==> config.mk <==
export PLATFORM = sky130hd
export DESIGN_NAME = mem_bist
export DESIGN_NICKNAME = d
export VERILOG_FILES = /design/src/rtl/mem_bist_pkg.sv /design/src/rtl/mem_bist_pattern.sv /design/src/rtl/mem_bist.sv
export SDC_FILE = /design/constraint.sdc
export NUM_CORES = 1
export LEC_CHECK = 0
export CORE_ASPECT_RATIO = 0.6
export CORE_UTILIZATION = 30
export CTS_CLUSTER_SIZE = 24
export DETAILED_ROUTE_END_ITERATION = 6
export GPL_TIMING_DRIVEN = 0
export MAX_ROUTING_LAYER = met4
export SLEW_MARGIN = 20
export SYNTH_ARGS = -nofsm -noshare
export SYNTH_HDL_FRONTEND = slang
export SYNTH_HIERARCHICAL = 1
export SYNTH_SLANG_ARGS = --single-unit
==> constraint.sdc <==
create_clock -name clk -period 2.2 [get_ports clk]
set_input_delay 0.66 -clock clk [delete_from_list [all_inputs] [get_ports clk]]
set_output_delay 0.66 -clock clk [all_outputs]
set_load 0.02 [all_outputs]
==> src/rtl/mem_bist_pkg.sv <==
// mem_bist_pkg: shared types and constants for the memory self-test engine.
// Holds the controller state encoding, pattern mode encodings and the width
// of the saturating mismatch counter.
package mem_bist_pkg;

  typedef enum logic [2:0] {
    IDLE  = 3'd0,
    HOLD  = 3'd1,
    WRITE = 3'd2,
    READ  = 3'd3,
    DONE  = 3'd4
  } state_t;

  localparam logic [1:0] MODE_INV_IDX = 2'd0;
  localparam logic [1:0] MODE_IDX     = 2'd1;
  localparam logic [1:0] MODE_CHECKER = 2'd2;
  localparam logic [1:0] MODE_WALK1   = 2'd3;

  localparam int                   ERR_CNT_W   = 16;
  localparam logic [ERR_CNT_W-1:0] ERR_CNT_MAX = '1;

endpackage

==> src/rtl/mem_bist_pattern.sv <==
// mem_bist_pattern: combinational test pattern generator P(i).
// One instance feeds both the write data path and the read-back comparator,
// so written and expected data can never disagree.
module mem_bist_pattern
  import mem_bist_pkg::*;
#(
  parameter int DATA_WIDTH = 8,
  parameter int IDX_W      = 16
) (
  input  logic [1:0]            mode,
  input  logic [IDX_W-1:0]      idx,
  input  logic                  addr_lsb,
  output logic [DATA_WIDTH-1:0] pat
);

  logic [DATA_WIDTH-1:0] idx_t;
  logic [DATA_WIDTH-1:0] chk_pat;
  logic [DATA_WIDTH-1:0] walk_pat;
  int unsigned           walk_pos;

  // Build all four candidate patterns and select one by mode
  always_comb begin
    idx_t    = DATA_WIDTH'(idx);
    walk_pos = 32'(idx) % 32'(DATA_WIDTH);
    for (int k = 0; k < DATA_WIDTH; k++) begin
      // 0101... (bit 0 set) on even addresses, inverted on odd ones
      chk_pat[k]  = (k[0] == 1'b0) ^ addr_lsb;
      walk_pat[k] = (walk_pos == 32'(k));
    end
    case (mode)
      MODE_INV_IDX: pat = ~idx_t;
      MODE_IDX:     pat = idx_t;
      MODE_CHECKER: pat = chk_pat;
      default:      pat = walk_pat;
    endcase
  end

endmodule

==> src/rtl/mem_bist.sv <==
// mem_bist: hardware memory self-test engine acting as a second RAM bus master.
// On start it holds the CPU, writes a pattern across the address window,
// reads it back, compares, and reports pass/fail.
// Build option MEM_BIST_ERR_LOG_EN: when defined, a saturating mismatch
// counter and first-mismatch address/data capture are implemented; otherwise
// those outputs read 0 and only a sticky mismatch flag drives pass.
module mem_bist
  import mem_bist_pkg::*;
#(
  parameter int DATA_WIDTH = 8,
  parameter int ADDR_WIDTH = 16,
  parameter int DEPTH      = 32768,
  parameter int BASE_ADDR  = 0
) (
  input  logic                  clk,
  input  logic                  reset,
  input  logic                  start,
  input  logic [1:0]            mode,
  output logic                  busy,
  output logic                  cpu_hold,
  output logic                  done,
  output logic                  pass,
  output logic [ADDR_WIDTH-1:0] mem_addr,
  output logic [DATA_WIDTH-1:0] mem_wdata,
  output logic                  mem_we,
  output logic                  mem_oe,
  input  logic [DATA_WIDTH-1:0] mem_rdata,
  output logic [ERR_CNT_W-1:0]  err_count,
  output logic [ADDR_WIDTH-1:0] first_err_addr,
  output logic [DATA_WIDTH-1:0] first_err_data
);

  localparam int                    IDX_W    = $clog2(DEPTH) + 1;
  localparam logic [IDX_W-1:0]      LAST_IDX = IDX_W'(DEPTH - 1);
  localparam logic [ADDR_WIDTH-1:0] BASE     = ADDR_WIDTH'(BASE_ADDR);

  state_t                state;
  logic [IDX_W-1:0]      idx;
  logic [1:0]            mode_q;
  logic                  busy_q;
  logic                  done_q;
  logic                  pass_q;
  logic                  err_flag;

  logic [ADDR_WIDTH-1:0] win_addr;
  logic [DATA_WIDTH-1:0] pat;
  logic                  in_write;
  logic                  in_read;
  logic                  last;
  logic                  accept;
  logic                  mismatch;

  assign win_addr = BASE + ADDR_WIDTH'(idx);
  assign in_write = (state == WRITE);
  assign in_read  = (state == READ);
  assign last     = (idx == LAST_IDX);
  // start is only honoured while the engine is not running
  assign accept   = start && ((state == IDLE) || (state == DONE));
  assign mismatch = in_read && (mem_rdata != pat);

  mem_bist_pattern #(
    .DATA_WIDTH (DATA_WIDTH),
    .IDX_W      (IDX_W)
  ) u_pattern (
    .mode     (mode_q),
    .idx      (idx),
    .addr_lsb (win_addr[0]),
    .pat      (pat)
  );

  // Bus outputs decode directly from the state register; strobes are
  // mutually exclusive by construction and the bus is idle outside WRITE/READ
  assign mem_we    = in_write;
  assign mem_oe    = in_read;
  assign mem_addr  = (in_write || in_read) ? win_addr : '0;
  assign mem_wdata = in_write ? pat : '0;

  assign busy     = busy_q;
  assign cpu_hold = busy_q;
  assign done     = done_q;
  assign pass     = pass_q;

  // Test sequencer: IDLE -> HOLD -> WRITE sweep -> READ sweep -> DONE
  always_ff @(posedge clk or posedge reset) begin
    if (reset) begin
      state    <= IDLE;
      idx      <= '0;
      mode_q   <= MODE_INV_IDX;
      busy_q   <= 1'b0;
      done_q   <= 1'b0;
      pass_q   <= 1'b0;
      err_flag <= 1'b0;
    end else begin
      case (state)
        IDLE, DONE: begin
          if (accept) begin
            mode_q   <= mode;
            idx      <= '0;
            busy_q   <= 1'b1;
            done_q   <= 1'b0;
            pass_q   <= 1'b0;
            err_flag <= 1'b0;
            state    <= HOLD;
          end
        end
        HOLD: begin
          state <= WRITE;
        end
        WRITE: begin
          if (last) begin
            idx   <= '0;
            state <= READ;
          end else begin
            idx <= idx + IDX_W'(1);
          end
        end
        READ: begin
          if (mismatch) begin
            err_flag <= 1'b1;
          end
          if (last) begin
            busy_q <= 1'b0;
            done_q <= 1'b1;
            // include the compare happening on this final edge
            pass_q <= !(err_flag || mismatch);
            state  <= DONE;
          end else begin
            idx <= idx + IDX_W'(1);
          end
        end
        default: begin
          state <= IDLE;
        end
      endcase
    end
  end

`ifdef MEM_BIST_ERR_LOG_EN
  logic [ERR_CNT_W-1:0]  err_cnt_q;
  logic [ADDR_WIDTH-1:0] err_addr_q;
  logic [DATA_WIDTH-1:0] err_data_q;

  // Saturating mismatch counter plus capture of the first failing word
  always_ff @(posedge clk or posedge reset) begin
    if (reset) begin
      err_cnt_q  <= '0;
      err_addr_q <= '0;
      err_data_q <= '0;
    end else if (accept) begin
      err_cnt_q  <= '0;
      err_addr_q <= '0;
      err_data_q <= '0;
    end else if (mismatch) begin
      if (err_cnt_q != ERR_CNT_MAX) begin
        err_cnt_q <= err_cnt_q + ERR_CNT_W'(1);
      end
      if (!err_flag) begin
        err_addr_q <= win_addr;
        err_data_q <= mem_rdata;
      end
    end
  end

  assign err_count      = err_cnt_q;
  assign first_err_addr = err_addr_q;
  assign first_err_data = err_data_q;
`else
  assign err_count      = '0;
  assign first_err_addr = '0;
  assign first_err_data = '0;
`endif

endmodule

clock_map.png
The bar under the picture is 20 microns long.
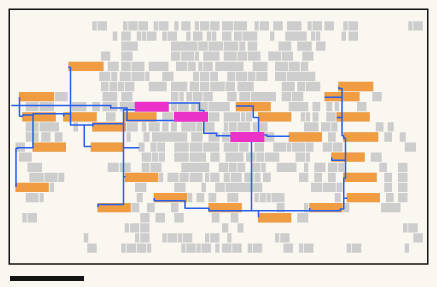
[blue] clock wires | length: 362 microns
[orange] flip-flops | count: 25
[magenta] cells driving clock nets | count: 3
routed clock nets: 4

final_clocks.png
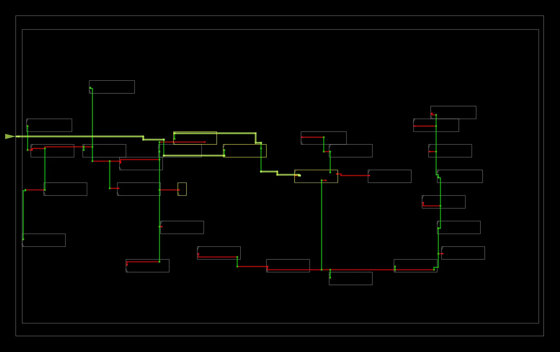
number of clock buffers in the layout: 3
clk_lat worst skew: 0.26 ns
Clock Power: 418 uW
Setup Skew: 0.00607 ns

drive_strength.png
The bar under the picture is 20 microns long.
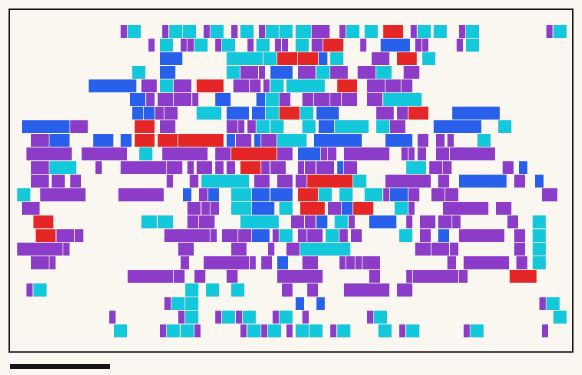
| colour | size | cells | share |
|---|---|---|---|
| blue | drive 2 | 44 | 12% |
| cyan | drive 3 to 4 | 93 | 26% |
| purple | drive 1 or less | 200 | 56% |
| red | drive 6 and up | 22 | 6.1% |

-- metrics by stage --
| stage | area [sq um] | TNS (ns) |
|---|---|---|
| after global placement | 2870 | -17.41 |
| after global routing | 3320 | -0.997 |
| after CTS | 3200 | -0.322 |
| after detailed placement | 2870 | -18.02 |
| final | 3320 | -0.554 |
| after floorplan | 2340 | 0 |
-- sequential cells by signal (all words and copies together) (netlist names) --
register and cells:
state 3, pass 1, done 1, mode_q 2
idx 16, busy 1, err_flag 1
-- final timing paths --
kind / from / to / slack (ns) / cells past startpoint
worst max-delay path: idx[1]$_DFFE_PP0P_ / mem_wdata[7] / -0.17 / 7
worst min-delay path: err_flag$_DFFE_PP0P_ / err_flag$_DFFE_PP0P_ / 0.50 / 2
worst max register to register: idx[1]$_DFFE_PP0P_ / pass$_DFFE_PP0P_ / 0 / 11
worst min register to register: err_flag$_DFFE_PP0P_ / err_flag$_DFFE_PP0P_ / 0.50 / 2
max in group asynchronous: reset / idx[2]$_DFFE_PP0P_ / 0.93 / 2
min in group asynchronous: reset / done$_DFFE_PP0P_ / 0.79 / 2
-- cell usage after synthesis (3+ instances only) --
library cell,n
nor3_1,4
a21oi_1,14
xor2_1,13
nand4_1,4
clkbuf_1,3
nand2b_1,3
o21ai_0,4
nor4_1,3
nand2_1,7
o22ai_1,5
inv_1,7
o31ai_1,3
buf_2,3
and2_1,22
mux2_2,3
nor2b_1,4
dfrtp_1,25
a31oi_1,4
nand3_1,3
buf_4,44
xnor2_1,8
mux2i_1,3
nor2_1,15
-- worst min-delay path: stages, from the launching register on --
cell     delay (ns)
dfrtp_1        0.34
nor2_2         0.05
nor2_1         0.07
-- layout make-up --
cell class                 count  share of cell area (%)
multi-input combinational    203                    44.3
clock buffer                   3                    2.26
timing repair buffer          68                    17.5
buffer                        51                    12.5
clock inverter                 1                   0.151
tap                           87                    3.28
inverter                       8                   0.904
sequential                    25                    19.1
-- layout by cell type (no fill, tap or decap), types with 3 or more instances in the layout --
master | netlist | final
buf_6 | 1 | 16
nor2_2 | 2 | 5
conb_1 | 1 | 40
and2_1 | 22 | 18
clkbuf_2 | 0 | 3
mux2i_1 | 3 | 3
a21oi_1 | 14 | 13
nand4_1 | 4 | 4
nor3_1 | 4 | 3
nand2_1 | 7 | 7
buf_4 | 44 | 74
a31oi_1 | 4 | 3
dfrtp_1 | 25 | 19
clkdlybuf4s50_1 | 0 | 15
o22ai_2 | 0 | 3
clkbuf_16 | 0 | 3
and2_4 | 0 | 4
dlygate4sd2_1 | 0 | 3
xor2_1 | 13 | 12
buf_2 | 3 | 4
nor2_1 | 15 | 11
dfrtp_2 | 0 | 6
o21ai_0 | 4 | 3
o31ai_1 | 3 | 3
inv_1 | 7 | 5
xnor2_1 | 8 | 8
nand3_1 | 3 | 3
-- kinds of logic (layout without fill, tap and decap cells) --
group           after synthesis  in the layout  synth area share, %
buf+inv                      59            131                 18.2
simple gates                 87             87                 24.9
flops                        25             25                 28.5
other cells                   1             40                0.171
xor+xnor                     21             21                 8.39
mux                           6              6                 2.91
fa+ha+maj                     1              1                0.571
compound gates               48             48                 16.4
==> flow_summary.ini <==
; generated from flow reports
[floorplan]
initial_core_util_pct = 31.9
die_area_sq_um = 7660
dieWidth_microns = 112
ioPinCount = 83
die_h_microns = 68.2
core_sq_um = 6880

[setup_path]
cpLargestDelayFamily = buffers and inverters
crit_type = flop to primary output
critical_path_arrival_ns = 1.71
startpoint_type = flop
crit_path_frequent_cell = buf_4
path_cells = buf_8 > buf_4 > buf_4 > a31oi_1 > o22ai_1 > and2_1 > buf_2
critPathBufInv = 4
cpPeakStageDelay_ns = 0.44

[timing]
hold_ws_ns = 0.496
setup_viol = 8
layout_setup_ws_ns = -0.172
drv_slew = 0
hold_viol = 0
period_used_pct = 108

[global_routing]
grt_use_met3_pct = 2.66
grtUsageMet1_pct = 25.3
grt_pass1_wl_microns = 9580
grt_overflow = 0
grt_pass1_vias = 1826
grt_max_degree = 26
grt.met2_usage_pct = 23.8
antenna_found_initial = 0

[clock_tree]
cts_buffers = 3
cts_tree = done
root_buffer = clkbuf_16
clock_sinks = 25

[drt]
drc = 0
totalWireLength_microns = 6290
met2_length_microns = 2760
dr.max_layer_used = met3

[power_and_ir_drop]
power.leakage_nw = 1.56
peakVddDrop_v = 0.000512
switchingPower_mw = 1.58
clockPowerShare_pct = 12.0
swShare_pct = 45.3

[outcome]
violations = negative setup slack
status = finished, violations left

[place]
place_worst_setup_slack_ns = -0.696
hpwl_microns = 4330

[finish]
seq_area_sq_um = 633
nets = 374

[yosys]
ys_cells = 248
synth_area_leader_cell = dfrtp_1
syn_area_sq_um = 2190
ys_ff = 25
top_area_share_pct = 28.5
yosysChipArea_sq_um = 2190

[min_path]
hold_class = flop to flop

[run]
cap_violations = 0
No activity file was given, so power comes from the tool's default toggle rates.
